==> config.mk <==
export PLATFORM = sky130hd
export DESIGN_NAME = irq_controller_flat
export DESIGN_NICKNAME = d
export VERILOG_FILES = /design/src/rtl/irq_controller_if.sv /design/src/rtl/irq_controller.sv /design/src/flat_wrapper.sv
export SDC_FILE = /design/constraint.sdc
export NUM_CORES = 1
export LEC_CHECK = 0
export ABC_AREA = 1
export CAP_MARGIN = 30
export CELL_PAD_IN_SITES_DETAIL_PLACEMENT = 1
export CELL_PAD_IN_SITES_GLOBAL_PLACEMENT = 1
export CORE_UTILIZATION = 48
export DETAILED_ROUTE_END_ITERATION = 8
export DONT_BUFFER_PORTS = 1
export GPL_TIMING_DRIVEN = 0
export HOLD_SLACK_MARGIN = 0.08
export PLACE_DENSITY = 0.84
export SETUP_SLACK_MARGIN = 0.5
export SYNTH_ARGS = -nofsm -noshare
export SYNTH_HDL_FRONTEND = slang
export SYNTH_SLANG_ARGS = --single-unit
==> constraint.sdc <==
create_clock -name clock -period 5.5 [get_ports clock]
set_input_delay 1.1 -clock clock [delete_from_list [all_inputs] [get_ports clock]]
set_output_delay 1.1 -clock clock [all_outputs]
set_load 0.05 [all_outputs]
**Run 1: clock nets**

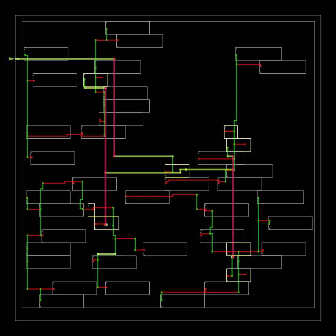
CTS buffer count: 5
num sequential: 37
Post-Route Skew: 10.2 ps
Late-Pin Clk Latency: 290 ps

**Run 1: gate-type map**

(4 px per µm)
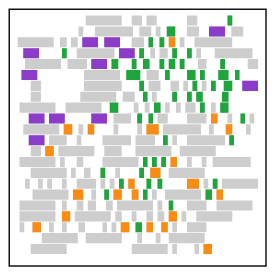
purple -> multiplexers  # cells 12, most used mux2_2
orange -> inverting AOI/OAI gates  # cells 22, most used o22ai_1
green -> NAND gates  # cells 53, most used nand2_1
Comb/total area: 36.7%
most instantiated logic cell after routing: sky130_fd_sc_hd__nand2_1

**Run 1: metal layers overlaid**

(4 px per µm)
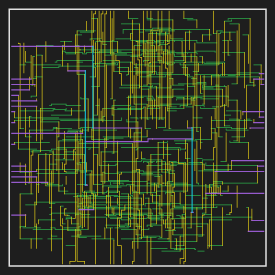
purple -> met3  # wire length 206 µm
yellow -> met2  # wire length 2280 µm
cyan -> met4  # wire length 70.0 µm
green -> met1  # wire length 1830 µm
Post-Route WL: 4.38 mm
total vias in the final route: 1422
per-cell routed wire length: 16.7 µm
global-route usage over all layers: 24.9%

==> flow_summary.ini, run 1 <==
; generated from flow reports
[yosys]
fraction_of_registers_with_async_set_or_reset_after_synthesis_pct = 100
synth.most_common_cell = sky130_fd_sc_hd__nand2_1
simple_gate_area_share_pct = 19.4
top_area_cell = sky130_fd_sc_hd__dfrtp_1
top_cells_by_area = sky130_fd_sc_hd__dfrtp_1 (40%), sky130_fd_sc_hd__dfstp_2 (11%), sky130_fd_sc_hd__nand2_1 (7.8%), sky130_fd_sc_hd__mux2_2 (7.4%), sky130_fd_sc_hd__inv_1 (6.7%)
postSynthNetCount = 234
enable_flop_cells = 0

[setup_path]
reg2reg_depth = 3
critical-path-max-stage-delay_ps = 850
path_max_fanout = 8
critPathTopFamily = XOR/XNOR gates

[place]
gp_routability_congestion = 0.854
place_ws_ps = 1630
dpl.hpwl_mm = 3.35

[global_routing]
grt_overflow = 0
global_route_wire_length_before_repair_mm = 7.56
groute.layer.met1.usage_pct = 31.3

[power_and_ir_drop]
clock_power_share_pct = 20.1
power.share.combinational_pct = 34.1
internal-power_w = 0.000515
seq_power_share_pct = 45.8

[sta]
setup-tns-final_ps = 0
layout_worst_path_cycle_share_pct = 75.7
final.min_clock_period_ps = 4160

[floorplanning]
chipWidth_um = 63.8
io_pins = 57
die_area_mm2 = 0.00408
core_util_floorplan_pct = 50.1

[clock_tree]
cts_num_sinks = 37
ctsHoldBuffers = 0
post_cts_buffers = 0
htreeDepth = 2

[routing]
via_per_inst = 5.43
detailedRoute.firstIterationViolations = 23

[run]
openroad.warnings = 26

[worst_hold_path]
hold_path_class = flip-flop to flip-flop

[layout]
proportion_of_layout_cells_with_a_drive_suffix_above_1_pct = 21.5

[outcome]
outcome = finished, final reports clean
-- run 1: power by group through the flow --
stage	logic, W	clock network (W)	registers (W)
2_1_floorplan	0.000276	0	0.000439
3_3_place_gp	0.000304	0	0.000453
3_5_place_dp	0.000336	0	0.000457
4_1_cts	0.000338	0.000202	0.000452
5_1_grt	0.000363	0.000210	0.000458
6_report	0.000336	0.000198	0.000451
-- run 1: cell usage in the layout, fill, tap and decap left out --
master,instances
sky130_fd_sc_hd__buf_4,8
sky130_fd_sc_hd__ha_1,3
sky130_fd_sc_hd__dfstp_2,8
sky130_fd_sc_hd__clkbuf_1,1
sky130_fd_sc_hd__inv_1,33
sky130_fd_sc_hd__nand3_2,1
sky130_fd_sc_hd__a21boi_0,1
sky130_fd_sc_hd__nand2_2,2
sky130_fd_sc_hd__a21oi_1,7
sky130_fd_sc_hd__clkinvlp_4,1
sky130_fd_sc_hd__mux2_2,12
sky130_fd_sc_hd__nand2_1,38
sky130_fd_sc_hd__nand4_1,3
sky130_fd_sc_hd__xnor2_1,5
sky130_fd_sc_hd__o22ai_1,8
sky130_fd_sc_hd__nor2_1,16
sky130_fd_sc_hd__o21ai_2,2
sky130_fd_sc_hd__buf_2,2
sky130_fd_sc_hd__clkbuf_8,6
sky130_fd_sc_hd__o21bai_1,1
sky130_fd_sc_hd__o21ai_0,3
sky130_fd_sc_hd__xor2_1,2
sky130_fd_sc_hd__nand3b_1,1
sky130_fd_sc_hd__dfrtp_1,29
sky130_fd_sc_hd__nand3_1,8
sky130_fd_sc_hd__nor2_2,4
sky130_fd_sc_hd__fa_1,1
sky130_fd_sc_hd__nor3_1,8
-- run 1: per-layer routing --
metal | up-vias | routed length, µm
met3 | 8 | 206
met5 | - | 0
met4 | 0 | 70
met2 | 36 | 2280
li1 | 664 | -
met1 | 714 | 1830
-- run 1: cell families (layout without fill, tap and decap cells) --
kind of cell / after synthesis / after routing
buf+inv: 38 / 51
flops: 37 / 37
mux: 12 / 12
xor+xnor: 7 / 7
compound gates: 22 / 22
fa+ha+maj: 4 / 4
simple gates: 81 / 81
-- run 1: worst register-to-register path, cell delays in order, from the launching register on --
cell	delay, ps
sky130_fd_sc_hd__dfrtp_1	690
sky130_fd_sc_hd__nand3_1	410
sky130_fd_sc_hd__nor3_1	310
sky130_fd_sc_hd__o22ai_1	110
-- run 1: metrics by stage --
stage	power, W	util, %	instance area, µm²
after global routing	0.00103	55.4	2030
after detailed placement	0.000793	52.8	1930
after CTS	0.000992	55.4	2030
final	0.000985	55.4	2030
after global placement	0.000757	51.8	1900
after floorplan	0.000716	-	1840
-- run 1: final cells by class --
type	instances	share of cell area (%)
multi-input combinational	126	36.7
clock inverter	1	0.370
sequential	37	46.2
inverter	33	6.11
clock buffer	7	4.26
buffer	5	1.60
tap	48	2.96
timing repair buffer	5	1.85
--- run 2 (diff from run 1) ---
--- a/config.mk
+++ b/config.mk
@@ -9,12 +9,12 @@
 export CAP_MARGIN = 30
 export CELL_PAD_IN_SITES_DETAIL_PLACEMENT = 1
 export CELL_PAD_IN_SITES_GLOBAL_PLACEMENT = 1
-export CORE_UTILIZATION = 48
+export CORE_UTILIZATION = 46
 export DETAILED_ROUTE_END_ITERATION = 8
 export DONT_BUFFER_PORTS = 1
 export GPL_TIMING_DRIVEN = 0
 export HOLD_SLACK_MARGIN = 0.08
-export PLACE_DENSITY = 0.84
+export PLACE_DENSITY = 0.81
 export SETUP_SLACK_MARGIN = 0.5
 export SYNTH_ARGS = -nofsm -noshare
 export SYNTH_HDL_FRONTEND = slang
==> constraint.sdc (replaced) <==
create_clock -name clock -period 4 [get_ports clock]
set_input_delay 0.8 -clock clock [delete_from_list [all_inputs] [get_ports clock]]
set_output_delay 0.8 -clock clock [all_outputs]
set_load 0.05 [all_outputs]
**Run 2: clock nets**

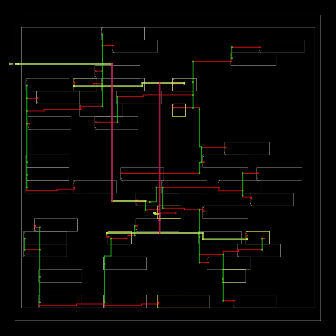
Post-Route Skew: 7.92 ps
number of sinks handled by clock tree synthesis: 37
power attributed to the clock group: 0.000342 W
number of clock buffer instances in the layout: 6

==> run 2 against run 1 <==
Effect of this change:
- critical path depth is 1 lower
- count of clock-buffer cells in the layout shrank 1
- power grew 45%
- clock skew shrank 2.3 ps
- sequential share of layout area fell by 0.69 points
- worst setup slack got worse by 690 ps
- global-route usage shrank 1.9 points
- worst hold slack lost 250 ps
- synthesized cell count did not move
- routed wire length fell by 1.8%
- critical endpoint is now bus_irq_addr[6]
- largest cell class unchanged
- area after synthesis unchanged
- flip-flop count unchanged
- critical path type unchanged
==> flow_summary.ini, run 2 <==
; generated from flow reports
[outcome]
outcome = finished, final reports clean

[power_and_ir_drop]
power.share.combinational_pct = 32.5
internal-power_w = 0.000774
seq_power_share_pct = 43.6
clock_power_share_pct = 23.9

[routing]
via_per_inst = 5.23
detail_route.wirelength.met1_mm = 1.77
top_layer = met4
met2RoutedLength_mm = 2.15
dr_total_vias = 1369
detailedRoute.firstIterationViolations = 74
total_length_of_routed_met3_wires_um = 312

[place]
dpl.hpwl_mm = 3.25
gp_routability_congestion = 0.817

[global_routing]
global_route_wire_length_before_repair_mm = 7.15
groute.usage.overall_pct = 23.1
grt_overflow = 0

[clock_tree]
clkLatencyLatePin_ps = 300
cts_made_buffers = 5
htreeDepth = 2
ctsHoldBuffers = 0

[yosys]
enable_flop_cells = 0
top_cells_by_area = sky130_fd_sc_hd__dfrtp_1 (40%), sky130_fd_sc_hd__dfstp_2 (11%), sky130_fd_sc_hd__nand2_1 (7.8%), sky130_fd_sc_hd__mux2_2 (7.4%), sky130_fd_sc_hd__inv_1 (6.7%)
fraction_of_registers_with_async_set_or_reset_after_synthesis_pct = 100
synth.most_common_cell = sky130_fd_sc_hd__nand2_1
top_area_cell = sky130_fd_sc_hd__dfrtp_1

[worst_hold_path]
hold_path_class = primary input to asynchronous set/reset pin

[sta]
final.min_clock_period_ps = 3350
layout_worst_path_cycle_share_pct = 83.8

[floorplanning]
chipWidth_um = 65.2
die_area_mm2 = 0.00425
core_util_floorplan_pct = 49.0

[setup_path]
critical-path-max-stage-delay_ps = 820
reg2reg_depth = 3
critPathTopFamily = XOR/XNOR gates

[layout]
layout.cells.most_common_list = sky130_fd_sc_hd__nand2_1 (38), sky130_fd_sc_hd__inv_1 (33), sky130_fd_sc_hd__dfrtp_1 (27)
proportion_of_layout_cells_with_a_drive_suffix_above_1_pct = 23.4

[run]
openroad.warnings = 26
-- run 2: through the flow --
stage                     power (W)  cells  util, %  hold slack, ps  setup slack (ps)
after floorplan            0.000984    201        -             410               652
after global placement      0.00104    249     50.6             412               426
after detailed placement    0.00109    254     51.6             425               492
after CTS                   0.00144    262     55.1             185               507
after global routing        0.00149    262     55.1             171               529
final                       0.00143    262     55.1             186               648
-- run 2: cells by family (layout without fill, tap and decap cells) --
logic type | Yosys count | in the layout
buf+inv | 38 | 51
xor+xnor | 7 | 7
simple gates | 81 | 81
flops | 37 | 37
fa+ha+maj | 4 | 4
compound gates | 22 | 22
mux | 12 | 12
-- run 2: per-layer routing --
metal,vias to the layer above,GRT usage [%]
met4,0,7.88
met2,39,38.1
met5,-,0
met3,5,9.03
met1,662,27.2
li1,663,-
-- run 2: final cells by class --
| cell class | count | area (µm²) | share of cell area (%) |
|---|---|---|---|
| Buffer | 5 | 32.5 | 1.58 |
| Clock buffer | 6 | 82.6 | 4.00 |
| Clock inverter | 2 | 37.5 | 1.82 |
| Inverter | 33 | 124 | 6.00 |
| Multi-Input combinational cell | 126 | 751 | 36.4 |
| Sequential cell | 37 | 938 | 45.5 |
| Tap cell | 48 | 60.1 | 2.91 |
| Timing Repair Buffer | 5 | 37.5 | 1.82 |
-- run 2: power groups by stage --
stage	clock, W	sequential (W)	combinational, W
2_1_floorplan	0	0.000604	0.000380
3_3_place_gp	0	0.000623	0.000418
3_5_place_dp	0	0.000628	0.000460
4_1_cts	0.000348	0.000623	0.000466
5_1_grt	0.000362	0.000634	0.000498
6_report	0.000342	0.000623	0.000464
Power figures rest on the tool's default switching activity, not on a simulated workload.
